==> config.mk <==
export PLATFORM = sky130hd
export DESIGN_NAME = sprite_compositor
export DESIGN_NICKNAME = d
export VERILOG_FILES = /design/src/rtl/sprite_compositor.sv
export SDC_FILE = /design/constraint.sdc
export NUM_CORES = 2
export LEC_CHECK = 0
export CORE_MARGIN = 2
export CORE_UTILIZATION = 69
export CTS_CLUSTER_DIAMETER = 50
export DETAILED_ROUTE_END_ITERATION = 6
export PLACE_DENSITY_LB_ADDON = 0.12
export SKIP_CTS_REPAIR_TIMING = 1
export SLEW_MARGIN = 0
export SYNTH_ARGS = -nofsm -noshare
export SYNTH_HDL_FRONTEND = slang
export SYNTH_SLANG_ARGS = --single-unit
==> constraint.sdc <==
create_clock -name iClock -period 31.2 [get_ports iClock]
set_clock_uncertainty 0.2 [all_clocks]
set_input_delay 6.24 -clock iClock [delete_from_list [all_inputs] [get_ports iClock]]
set_output_delay 6.24 -clock iClock [all_outputs]
set_load 0.03 [all_outputs]
==> src/rtl/sprite_compositor.sv <==
// Sprite compositor: tracks the raster position, hit-tests every sprite against it,
// issues pixelmap addresses and merges the returned colour indices over the background.
module sprite_compositor #(
  parameter int NUM_SPRITES   = 4,
  parameter int SCREEN_WIDTH  = 640,
  parameter int SCREEN_HEIGHT = 480,
  parameter int CIDX_W        = 6,
  parameter int SADDR_W       = 15
) (
  input  logic                           iClock,
  input  logic                           iReset,
  input  logic                           iFrameStart,
  input  logic                           iPixelValid,
  input  logic                           iAttrWrEn,
  input  logic [2:0]                     iAttrIdx,
  input  logic [11:0]                    iAttrX,
  input  logic [11:0]                    iAttrY,
  input  logic [9:0]                     iAttrW,
  input  logic [9:0]                     iAttrH,
  input  logic                           iAttrEn,
  output logic [NUM_SPRITES*SADDR_W-1:0] oSprAddr,
  input  logic [NUM_SPRITES*CIDX_W-1:0]  iSprCidx,
  input  logic [CIDX_W-1:0]              iBgCidx,
  output logic [CIDX_W-1:0]              oCidx,
  output logic                           oValid,
  output logic                           oCollision
);

  typedef struct packed {
    logic [11:0] x;
    logic [11:0] y;
    logic [9:0]  w;
    logic [9:0]  h;
    logic        en;
  } attr_t;

  localparam logic [11:0] LastX = 12'(SCREEN_WIDTH - 1);
  localparam logic [11:0] LastY = 12'(SCREEN_HEIGHT - 1);

  // Signed 14-bit span test: start is sign-extended so off-screen sprites never wrap into view.
  function automatic logic spanHit(input logic [11:0] pos, input logic [11:0] start,
                                   input logic [9:0] len);
    logic signed [13:0] p;
    logic signed [13:0] s;
    logic signed [13:0] e;
    p = signed'({2'b00, pos});
    s = signed'({{2{start[11]}}, start});
    e = s + signed'({4'b0000, len});
    return (p >= s) && (p < e);
  endfunction

  function automatic logic [SADDR_W-1:0] pixAddr(input logic [11:0] px, input logic [11:0] py,
                                                 input attr_t a);
    logic [31:0] relX;
    logic [31:0] relY;
    relX = {20'd0, px} - {{20{a.x[11]}}, a.x};
    relY = {20'd0, py} - {{20{a.y[11]}}, a.y};
    return SADDR_W'(relX + relY * {22'd0, a.w});
  endfunction

  logic                           frameStart;
  logic [11:0]                    rasterX_q, rasterX_d, rasterY_q, rasterY_d;
  logic [11:0]                    pixX, pixY;
  attr_t                          pend_q   [NUM_SPRITES];
  attr_t                          shadow_q [NUM_SPRITES];
  attr_t                          active;
  logic [NUM_SPRITES-1:0]         hit_d, hit1_q, hit2_q;
  logic [NUM_SPRITES*SADDR_W-1:0] sprAddr_d, sprAddr_q;
  logic                           valid1_q, valid2_q, valid3_q;
  logic                           fs1_q, fs2_q;
  logic [NUM_SPRITES*CIDX_W-1:0]  cidx2_q;
  logic [CIDX_W-1:0]              bg2_q, pick_d, cidx3_q;
  logic [NUM_SPRITES-1:0]         opaque;
  logic                           found, others, collNow;
  logic                           sticky_q, collision_q;

  assign frameStart = iFrameStart & iPixelValid;

  always_comb begin
    pixX      = frameStart ? 12'd0 : rasterX_q;
    pixY      = frameStart ? 12'd0 : rasterY_q;
    rasterX_d = rasterX_q;
    rasterY_d = rasterY_q;
    if (iPixelValid) begin
      if (pixX == LastX) begin
        rasterX_d = 12'd0;
        rasterY_d = (pixY == LastY) ? pixY : pixY + 12'd1;
      end else begin
        rasterX_d = pixX + 12'd1;
        rasterY_d = pixY;
      end
    end
  end

  // The frame-start copy samples pending before any write landing in the same cycle.
  always_ff @(posedge iClock) begin
    if (iReset) begin
      for (int i = 0; i < NUM_SPRITES; i++) begin
        pend_q[i]   <= '0;
        shadow_q[i] <= '0;
      end
    end else begin
      for (int i = 0; i < NUM_SPRITES; i++) begin
        if (frameStart) shadow_q[i] <= pend_q[i];
        if (iAttrWrEn && iAttrIdx == 3'(i))
          pend_q[i] <= '{x: iAttrX, y: iAttrY, w: iAttrW, h: iAttrH, en: iAttrEn};
      end
    end
  end

  // The frame-start pixel already belongs to the new frame, so it sees the freshly copied set.
  always_comb begin
    hit_d     = '0;
    sprAddr_d = '0;
    active    = '0;
    for (int i = 0; i < NUM_SPRITES; i++) begin
      active = frameStart ? pend_q[i] : shadow_q[i];
      if (iPixelValid && active.en && spanHit(pixX, active.x, active.w) &&
          spanHit(pixY, active.y, active.h)) begin
        hit_d[i] = 1'b1;
        sprAddr_d[i*SADDR_W +: SADDR_W] = pixAddr(pixX, pixY, active);
      end
    end
  end

  always_ff @(posedge iClock) begin
    if (iReset) begin
      rasterX_q <= '0;
      rasterY_q <= '0;
      valid1_q  <= 1'b0;
      fs1_q     <= 1'b0;
      hit1_q    <= '0;
      sprAddr_q <= '0;
      valid2_q  <= 1'b0;
      fs2_q     <= 1'b0;
      hit2_q    <= '0;
      cidx2_q   <= '0;
      bg2_q     <= '0;
    end else begin
      rasterX_q <= rasterX_d;
      rasterY_q <= rasterY_d;
      valid1_q  <= iPixelValid;
      fs1_q     <= frameStart;
      hit1_q    <= hit_d;
      sprAddr_q <= sprAddr_d;
      valid2_q  <= valid1_q;
      fs2_q     <= fs1_q;
      hit2_q    <= hit1_q;
      cidx2_q   <= iSprCidx;
      bg2_q     <= iBgCidx;
    end
  end

  always_comb begin
    opaque = '0;
    pick_d = bg2_q;
    found  = 1'b0;
    others = 1'b0;
    for (int i = 0; i < NUM_SPRITES; i++) begin
      opaque[i] = hit2_q[i] && (cidx2_q[i*CIDX_W +: CIDX_W] != '0);
      if (opaque[i] && !found) begin
        pick_d = cidx2_q[i*CIDX_W +: CIDX_W];
        found  = 1'b1;
      end
      if (i > 0 && opaque[i]) others = 1'b1;
    end
    collNow = opaque[0] & others;
  end

  // Collision bookkeeping follows the pixel stream, so frame boundaries line up with output pixels.
  always_ff @(posedge iClock) begin
    if (iReset) begin
      valid3_q    <= 1'b0;
      cidx3_q     <= '0;
      sticky_q    <= 1'b0;
      collision_q <= 1'b0;
    end else begin
      valid3_q <= valid2_q;
      if (valid2_q) begin
        cidx3_q <= pick_d;
        if (fs2_q) begin
          collision_q <= sticky_q;
          sticky_q    <= collNow;
        end else begin
          sticky_q <= sticky_q | collNow;
        end
      end
    end
  end

  assign oSprAddr   = sprAddr_q;
  assign oCidx      = cidx3_q;
  assign oValid     = valid3_q;
  assign oCollision = collision_q;

endmodule

### Cells colored by class

Scale: 2 px per um.
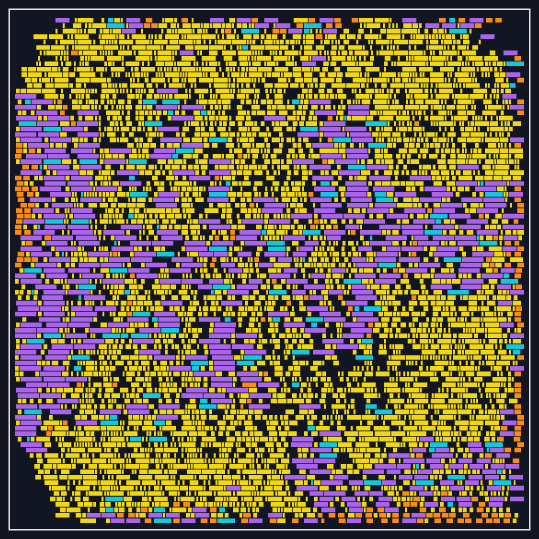
flip-flops -> purple  # cells 495, share of their area 28%
all other logic -> yellow  # cells 4,048, share of their area 63%
clock drivers and dummy loads -> cyan  # cells 137, share of their area 5.0%
other buffers and delay cells -> orange  # cells 207, share of their area 4.0%

### Cells by drive strength

Scale: 1.5 px per um.
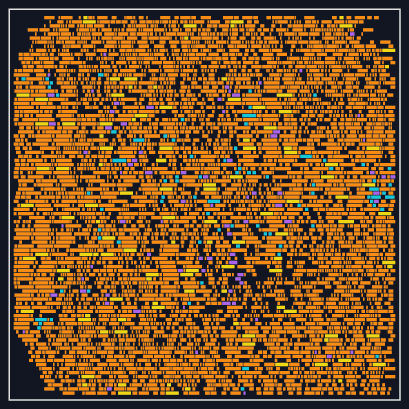
drive 2 -> purple  # cells 78, share 1.6%
drive 6 and up -> yellow  # cells 113, share 2.3%
drive 3 to 4 -> cyan  # cells 79, share 1.6%
drive 1 or less -> orange  # cells 4,617, share 94%

### Met3 routing

Scale: 1 px per um.
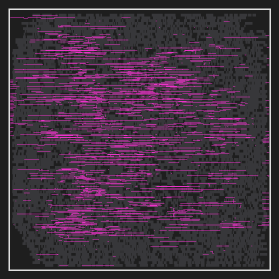
main direction = horizontal
nets with wire on the layer = 546
wire length on this layer = 13,800 um

### Cell outlines without signal wires

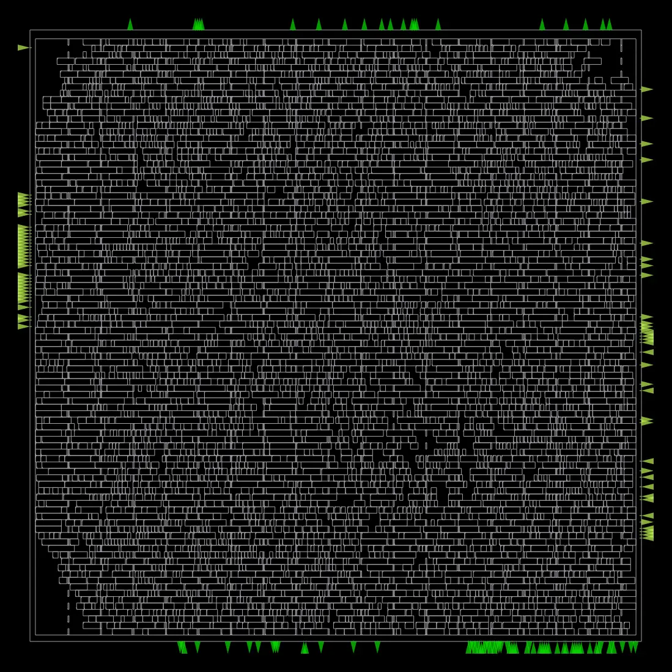
Layout Cells excl Fill: 5,744
num rows: 93
final core occ: 77.2%
well tap count: 855
flip-flops: 495

### Where the registers sit

Scale: 1.5 px per um. Other sequential cells in the stronger gray, the rest of the logic in the fainter gray.
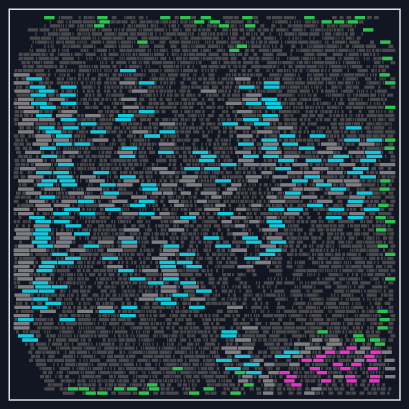
shadow_q -> cyan  # placed flops 180
cidx2_q -> magenta  # placed flops 24, where south-east
oSprAddr -> green  # placed flops 60, where spread over the die
not colored = 231

-- per-layer routing --
metal / GRT usage [%] / wire [um] / vias to the layer above
met3: 7.85 / 13800 / 373
met1: 51.7 / 49900 / 16800
li1: - / - / 15800
met4: 19.9 / 7510 / 8
met5: 0 / 46 / -
met2: 58.4 / 55900 / 1817
-- path summary, 6_finish.rpt --
path	slack [ns]	endpoint	from	cells past startpoint
worst max register to register	22.71	oSprAddr[44]	rasterY_q[0]	30
worst max-delay path	15.85	oSprAddr[14]	iPixelValid	37
worst min register to register	0.25	hit2_q[3]	hit1_q[3]	1
worst min-delay path	0.25	hit2_q[3]	hit1_q[3]	1
==> results.ini <==
[power]
p_total_mw = 3.79
power.density_nw_per_um2 = 76.2
switchingPower_mw = 1.56
pwr-share-clk_pct = 21.8
pg_comb_mw = 2.21
p_int_mw = 2.23
power_frac_comb_pct = 58.1
power-top-group = combinational cells
leakage_nw = 24.0

[sta]
fin_crit_sh_pct = 49.2
relSlewSlack_pct = 23.6
timing.final.ws_setup_ns = 15.85
rsz0062_at_grt = no
setup_violations = 0
tns_ns = 0
worst_pin_slew_ns = 1.15
slew_viol_final = 0
hold_viol = 0
post-route-min-period_ns = 15.35

[cells_and_area]
final_area_um2 = 49800
comb_cells = 3320
nNonClkBuffers = 207
layout.area.seq_um2 = 13500
clkbuf_count = 85
buffer_area_share_pct = 3.88
area.growth.synth_to_final_pct = 10.6
seq-cell-share_pct = 27.1
drive_gt1_share_pct = 5.52
clock_cell_area_share_pct = 4.92
n_fill_cell = 4541
finalNetCount = 5684
antenna_cells = 2
comb_area_share_pct = 56.4
logic_area_um2 = 28100
lay_top_count = inv_1

[grt]
grt_pass1_wl_um = 195000
gr-total-overflow = 0
grt_pass1_vias = 34000
grt_usage_pct = 38.2
antenna_found_initial = 5

[yosys]
yosys_cells = 4714
post_synth_xor_area_fraction_pct = 5.61
fp_nets = 5572
ys_area_um2 = 45000
synth.most_common_cell = inv_1
ys_seq_share_pct = 30.0
yosysWarningCount = 0
syn_inst = 4714
top_area_share_pct = 24.0
yosys-top-cells-count = inv_1, ha_1, nand2_1
top_logic_kind = adder cells
ys_sh_adder_pct = 27.9
ys_sh_aoi_pct = 8.27
async_flop_share_pct = 0
topCellsByArea = edfxtp_1, fa_1, ha_1
yosys.area_share.simple_pct = 17.7
syn_avg_cell_area_um2 = 9.55

[worst_hold_path]
hp-class = flip-flop to flip-flop

[floorplan]
core-area_um2 = 64500
die_h_um = 259
floorplan.core_util_pct = 69.8
ios = 151
die_area_um2 = 67300

[worst_setup_path]
critPathCaptureType = flip-flop
worstPathRequired_ns = 31.53
max_stage_delay_ns = 0.67
path_delay_family = adder cells
timing.critical_path.buf_inv = 9
crit_type = input pin to flip-flop
arrival_ns = 15.68
crit_slowest_cell = buf_4
crit_top_cell = inv_1

[cts]
cts.htree.levels = 3
cts_root_buf = clkbuf_16
clock_path_buffers = 3
cts.sinks = 495
clk_latency_ns = 0.64
cts_tree = done
clk_pin_slew_worst_paths_ns = 0.06

[route]
wirelength_um = 127000
drc_errors = 0
drt-initial-drc-count = 3693
viasPerCell = 6.05
drt_first_pass_iters = 6
wire_per_inst_um = 22.1

[flow_run]
drv_cap = 0
openroad.warnings = 41

[place]
gp_congestion = 0.965
dp_cells = 5605
placed_cell_area_um2 = 47300
io_buffers = 150

[status]
outcome = finished, final reports clean

Power and IR drop assume default switching activity.
